Fig. 1: met1 routing
Scale: 3 px per um. Supply wires on this layer in gray.
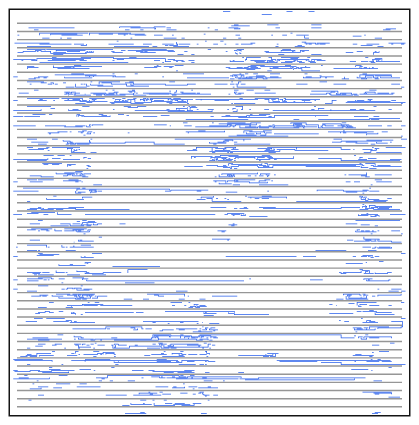
Fig. 2: metal 2
Scale: 2 px per um. Cells faint in the background.
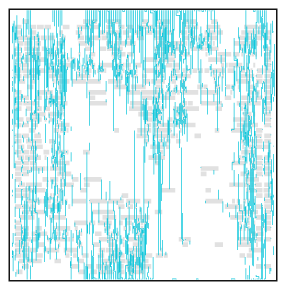
Fig. 3: the metal 3 layer
Scale: 3 px per um.
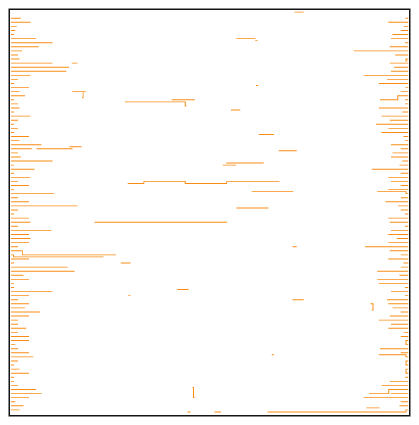
Fig. 4: M4 wires
Scale: 3 px per um. Supply wires on this layer in gray.
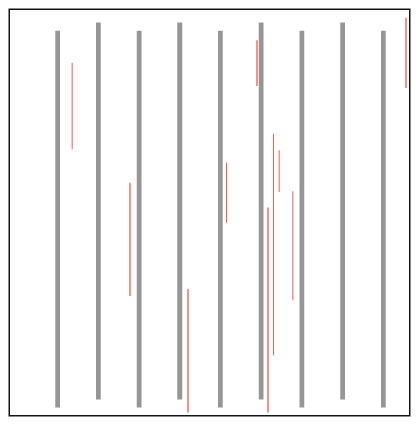
$ cat src/rtl/bus_decoder.sv
// Single-master to multi-slave bus decoder with base/mask windows,
// registered read data and error termination for misses and hung slaves.
module bus_decoder #(
   parameter int                 NSLV     = 4,
   parameter logic [32*NSLV-1:0] SLV_BASE = {32'h1000_3000, 32'h1000_2000,
                                             32'h1000_1000, 32'h1000_0000},
   parameter logic [32*NSLV-1:0] SLV_MASK = {4{32'hFFFF_F000}},
   parameter int                 TIMEOUT  = 16,
   parameter logic [31:0]        ERR_DATA = 32'hDEAD_BEEF
) (
   input  logic              clk,
   input  logic              reset,
   input  logic              m_valid,
   output logic              m_ready,
   input  logic [31:0]       m_addr,
   input  logic [31:0]       m_wdata,
   input  logic [3:0]        m_wstrb,
   output logic [31:0]       m_rdata,
   output logic [NSLV-1:0]   s_valid,
   input  logic [NSLV-1:0]   s_ready,
   output logic [31:0]       s_addr,
   output logic [31:0]       s_wdata,
   output logic [3:0]        s_wstrb,
   input  logic [32*NSLV-1:0] s_rdata,
   output logic              bus_err,
   output logic [31:0]       err_addr
);

   localparam int IW = (NSLV > 1) ? $clog2(NSLV) : 1;
   localparam int CW = $clog2(TIMEOUT);
   localparam logic [CW-1:0] CNT_MAX = CW'(TIMEOUT - 1);

   typedef enum logic [1:0] {
      S_IDLE,
      S_WAIT,
      S_RESP,
      S_ERR
   } state_t;

   state_t         state_q;
   state_t         state_d;
   logic [IW-1:0]  sel_q;
   logic [CW-1:0]  cnt_q;
   logic [31:0]    rdata_q;
   logic           hit;
   logic [IW-1:0]  hit_idx;
   logic           sel_ready;
   logic [31:0]    sel_rdata;

   assign s_addr  = m_addr;
   assign s_wdata = m_wdata;
   assign s_wstrb = m_wstrb;

   // Scan downwards so the lowest matching window wins.
   always_comb begin
      hit     = 1'b0;
      hit_idx = '0;
      for (int i = NSLV - 1; i >= 0; i--) begin
         if ((m_addr & SLV_MASK[32*i +: 32]) == SLV_BASE[32*i +: 32]) begin
            hit     = 1'b1;
            hit_idx = IW'(i);
         end
      end
   end

   always_comb begin
      sel_ready = 1'b0;
      sel_rdata = '0;
      for (int i = 0; i < NSLV; i++) begin
         if (sel_q == IW'(i)) begin
            sel_ready = s_ready[i];
            sel_rdata = s_rdata[32*i +: 32];
         end
      end
   end

   always_ff @(posedge clk) begin
      if (reset) begin
         state_q <= S_IDLE;
      end else begin
         state_q <= state_d;
      end
   end

   always_comb begin
      state_d = state_q;
      unique case (state_q)
         S_IDLE: begin
            if (m_valid) begin
               state_d = hit ? S_WAIT : S_ERR;
            end
         end
         S_WAIT: begin
            if (!m_valid) begin
               state_d = S_IDLE;
            end else if (sel_ready) begin
               state_d = S_RESP;
            end else if (cnt_q == CNT_MAX) begin
               state_d = S_ERR;
            end
         end
         S_RESP:  state_d = S_IDLE;
         S_ERR:   state_d = S_IDLE;
         default: state_d = S_IDLE;
      endcase
   end

   always_comb begin
      s_valid = '0;
      m_ready = 1'b0;
      bus_err = 1'b0;
      m_rdata = '0;
      unique case (state_q)
         S_WAIT: begin
            for (int i = 0; i < NSLV; i++) begin
               s_valid[i] = (sel_q == IW'(i));
            end
         end
         S_RESP: begin
            m_ready = 1'b1;
            m_rdata = rdata_q;
         end
         S_ERR: begin
            m_ready = 1'b1;
            bus_err = 1'b1;
            m_rdata = ERR_DATA;
         end
         default: ;
      endcase
   end

   // The counter saturates; WAIT leaves on CNT_MAX so it never wraps.
   always_ff @(posedge clk) begin
      if (reset) begin
         sel_q    <= '0;
         cnt_q    <= '0;
         rdata_q  <= '0;
         err_addr <= '0;
      end else begin
         unique case (state_q)
            S_IDLE: begin
               if (m_valid && hit) begin
                  sel_q <= hit_idx;
               end
               cnt_q <= '0;
            end
            S_WAIT: begin
               if (m_valid && sel_ready) begin
                  rdata_q <= sel_rdata;
               end else if (m_valid && cnt_q != CNT_MAX) begin
                  cnt_q <= cnt_q + 1'b1;
               end
            end
            S_ERR:   err_addr <= m_addr;
            default: ;
         endcase
      end
   end

endmodule
$ cat config.mk
export PLATFORM = sky130hd
export DESIGN_NAME = bus_decoder
export DESIGN_NICKNAME = d
export VERILOG_FILES = /design/src/rtl/bus_decoder.sv
export SDC_FILE = /design/constraint.sdc
export NUM_CORES = 1
export LEC_CHECK = 0
export CAP_MARGIN = 30
export CORE_AREA = 2 2 131 133
export CTS_CLUSTER_DIAMETER = 60
export DETAILED_ROUTE_END_ITERATION = 12
export DIE_AREA = 0 0 133 135
export PLACE_DENSITY_LB_ADDON = 0.3
export SLEW_MARGIN = 20
export SYNTH_ARGS = -nofsm -noshare
export SYNTH_HDL_FRONTEND = slang
export SYNTH_SLANG_ARGS = --single-unit
export TNS_END_PERCENT = 100
$ cat constraint.sdc
create_clock -name clk -period 1.93 [get_ports clk]
set_input_delay 0.2895 -clock clk [delete_from_list [all_inputs] [get_ports clk]]
set_output_delay 0.2895 -clock clk [all_outputs]
set_load 0.005 [all_outputs]
==> out/notes.md <==
The run gives 2.73 nW as the leakage power total. The slowest stage of the critical path is the sky130_fd_sc_hd__dfxtp_4 cell. The run gives 0.00628 ns for the clock skew.

The tools report the net count of the finished layout as 926. The worst path needs 1.87 ns of the cycle, external delays included. After detailed routing, the met3 layer carries 1330 um of wire. The run gives 42.3% for the non-clock buffer share of cell area. The tools report the number of sinks driven by the clock tree as 72. The number of nets at floorplan is 714, and the logic gate share of total power is 18.7%.

In the global route stage, met3 resource usage came out at 5.33%. The signed area change from the synthesized netlist to the final layout is 71.7%, and the number of distinct library cells after synthesis is 35. The worst register-to-register path begins at state_q[0]$_SDFFE_PP0P_. The number of multi-input combinational cells in the layout is 331.

The maximum number of pins on one net before global-route repair came out at 33. The design has 72 sequential cells. Summing the sequential cell areas from Yosys gives 34.0% of the chip area. The endpoint type of the worst setup path was an output port. During placement, the flow inserted port buffers numbering 268. The number of setup buffers added after CTS is 8. The biggest area contributor in the post-synthesis netlist is sky130_fd_sc_hd__dfxtp_1. The placed wire-length estimate after detailed placement came out at 12400 um.

Per the Yosys statistics, synthesis produced 510 cells. Looking at the max-slew report, the worst-margin pin has a slew of 0.493 ns. Leaving out fill and tap cells, the most frequent cells in the layout are sky130_fd_sc_hd__clkdlybuf4s50_1 (242), sky130_fd_sc_hd__nand2_1 (133), sky130_fd_sc_hd__dfxtp_1 (68), sky130_fd_sc_hd__a21oi_1 (66), sky130_fd_sc_hd__nor2_1 (52). The initial antenna violation count was 0.

The type of origin of the critical path is a flip-flop. Area of the synthesized netlist per yosys stat: 0.00424 mm^2. With the clock insertion delay at the later pin of the skew report at 0.33 ns, the total clock buffers created by CTS is 9. The busiest layer in global routing was met2.

In the routed layout, each cell is associated on average with a via count of 4.58. Once synthesis finished, the tally of register bits stood at 72. The H-tree level count came out at 3. With the multiplexer fraction of the synthesized cell area at 17.5%, the setup TNS is 0 ns. The layout report lists the multi-input gate area as 0.00213 mm^2.

The most common flop cell mapped by yosys is sky130_fd_sc_hd__dfxtp_1. In this run the vertical extent of the chip is 135 um. The critical path capture point was m_rdata[4]. After synthesis, the most frequently instantiated cells are sky130_fd_sc_hd__nand2_1 (133), sky130_fd_sc_hd__dfxtp_1 (72), sky130_fd_sc_hd__buf_4 (69).

341 I/O pins were placed. With the final worst hold slack at 0.345 ns, the highest clock rate is 534 MHz. The OpenROAD warning count is 27.

Summing the areas of all compound-gate instances in the mapped netlist gives 9.01% of the synthesized area. For the clock group, total power comes out at 0.00182 W. The maximum buffer depth of the clock tree is 2, and the cell area reported after detailed placement is 0.00676 mm^2.

After detailed placement, the design holds a cell count of 922. For the data arrival time at the worst-slack endpoint, the log shows 1.58 ns. TritonCTS built the clock tree.

Per the synthesis report, the adder-cell share of the synthesized area is 0.295%. After layout, the design draws a total of 0.00411 W. The run finished with clean final reports. The cell sitting at the root of the clock tree is a sky130_fd_sc_hd__clkbuf_16. The weighted congestion reported at the end of routability-driven placement came out at 0.778. The run gives 0.00728 mm^2 as the cell area after layout. The cell kind with the greatest summed area is non-clock buffers. Counting every instance in the synthesized netlist gives 510. The synthesis run identifies the leading combinational cell family as simple AND/OR/NAND/NOR gates.

With the path length in cells of the critical path at 6, the pre-CTS setup slack is -0.0929 ns. Hold analysis shows the worst path with a depth of 2. Of the post-synthesis cell area, the dominant cell type holds 34.0%.

The count of library flops with an enable pin works out to 0. Non-clock inverters in the final layout number 2. STA lists the endpoint of the worst register-to-register path as sel_q[0]$_SDFFE_PP0P_. The internal reg-to-reg setup slack is 0.17 ns.

The most critical setup path has its startpoint at state_q[0]$_SDFFE_PP0P_. Power attributed to sequential cells is 0.00153 W. The run gives 0 for the post-detailed-route DRC marker count. The run gives 0 as the count of synthesis-stage warnings from yosys. The buffering stage count on the worst path with inverters included was 4; the delay of the slowest critical-path stage was 0.40 ns. Setup repair after global routing could not meet its margin everywhere. Across all setup checks in the final design, the least slack found is 0.0571 ns. For reference, the top cells by area after synthesis are sky130_fd_sc_hd__dfxtp_1 (34%), sky130_fd_sc_hd__mux4_2 (18%), sky130_fd_sc_hd__buf_4 (12%). The run gives 5 for the depth of the worst register-to-register path. The critical path goes through nor2_2, buf_6, buf_12, buf_4, and2_1, dlygate4sd2_1.

After floorplanning, the core was divided into 47 placement rows. Post-CTS repair ended up resizing 32 cells. With the net switching fraction of the power at 22.6%, the final non-filler cell total is 947.

The number of well taps is 220. In this run the horizontal extent of the chip is 133 um. Post-synthesis share of cell area spent on xor and xnor gates: 0.413%. With the clock power share at 44.2%, the area used by sequential logic in the layout is 0.00145 mm^2. Path class of the lowest-slack min-delay path: in -> reg. Non-clock buffers in the final layout number 306. The tools report the first-pass GRT wire length as 23600 um.

Violation count after the first detailed-routing iteration: 144. The async set-reset flop share out of synthesis was 0%. The run gives 15400 um for the post-detailed-routing wire length. The via count of the first global-routing pass is 4506, and the average cell area after synthesis is 8.31 um^2. Data on the critical path is required at its endpoint by 1.64 ns. The final setup violation count was 0; the post-synthesis simple-gate area fraction was 22.3%. The run gives 0.06 ns for the clock-pin slew on the worst setup and hold paths.

The power report lists cell-internal power as 0.00318 W. The worst setup path is of the reg -> out kind. Hold analysis lists the worst path endpoint as err_addr[17]$_SDFFE_PP0P_. The final timing report lists a max-slew violation count of 0.

For the total number of vias, the log shows 4333. The layout has 9 clock buffers. The run gives 0.0180 mm^2 as the full die area. With the fill cell instance count of the final layout at 1549, the worst voltage drop across the vdd grid is 0.347 mV.

The total power divided by cell area works out to 565 mW/mm^2. Before placement the cells fill 25.8% of the core. The tools report the global-route total usage across every layer as 17.0%. For the area inside the core boundary, the log shows 0.0164 mm^2.

With the leftover overflow at the end of global routing at 0, the portion of the clock cycle consumed by the worst path in the final layout is 97.0%. The worst slew slack as a fraction of its limit was 67.1%. The top contributor to total power was clock. Per report_power, the Combinational row totals 0.000766 W. The run gives 0 as the total of hold buffers inserted after clock tree synthesis. The maximum fanout along the worst path was 6.
Notes on Fig. 1 above:
- nets with wire on the layer: 748
- share of all routed wire: 36%
- wire length on this layer: 5560 um
- main direction: horizontal
- longest straight run: 52.4 um

Notes on Fig. 2 above:
- nets with wire on the layer: 797
- share of all routed wire: 53%

Notes on Fig. 3 above:
- main direction: horizontal
- longest straight run: 46.0 um
- nets with wire on the layer: 208
- wire length on this layer: 1330 um

Notes on Fig. 4 above:
- wire length on this layer: 356 um
- longest straight run: 73.4 um
- share of all routed wire: 2.3%

No activity file was given, so power comes from the tool's default toggle rates.
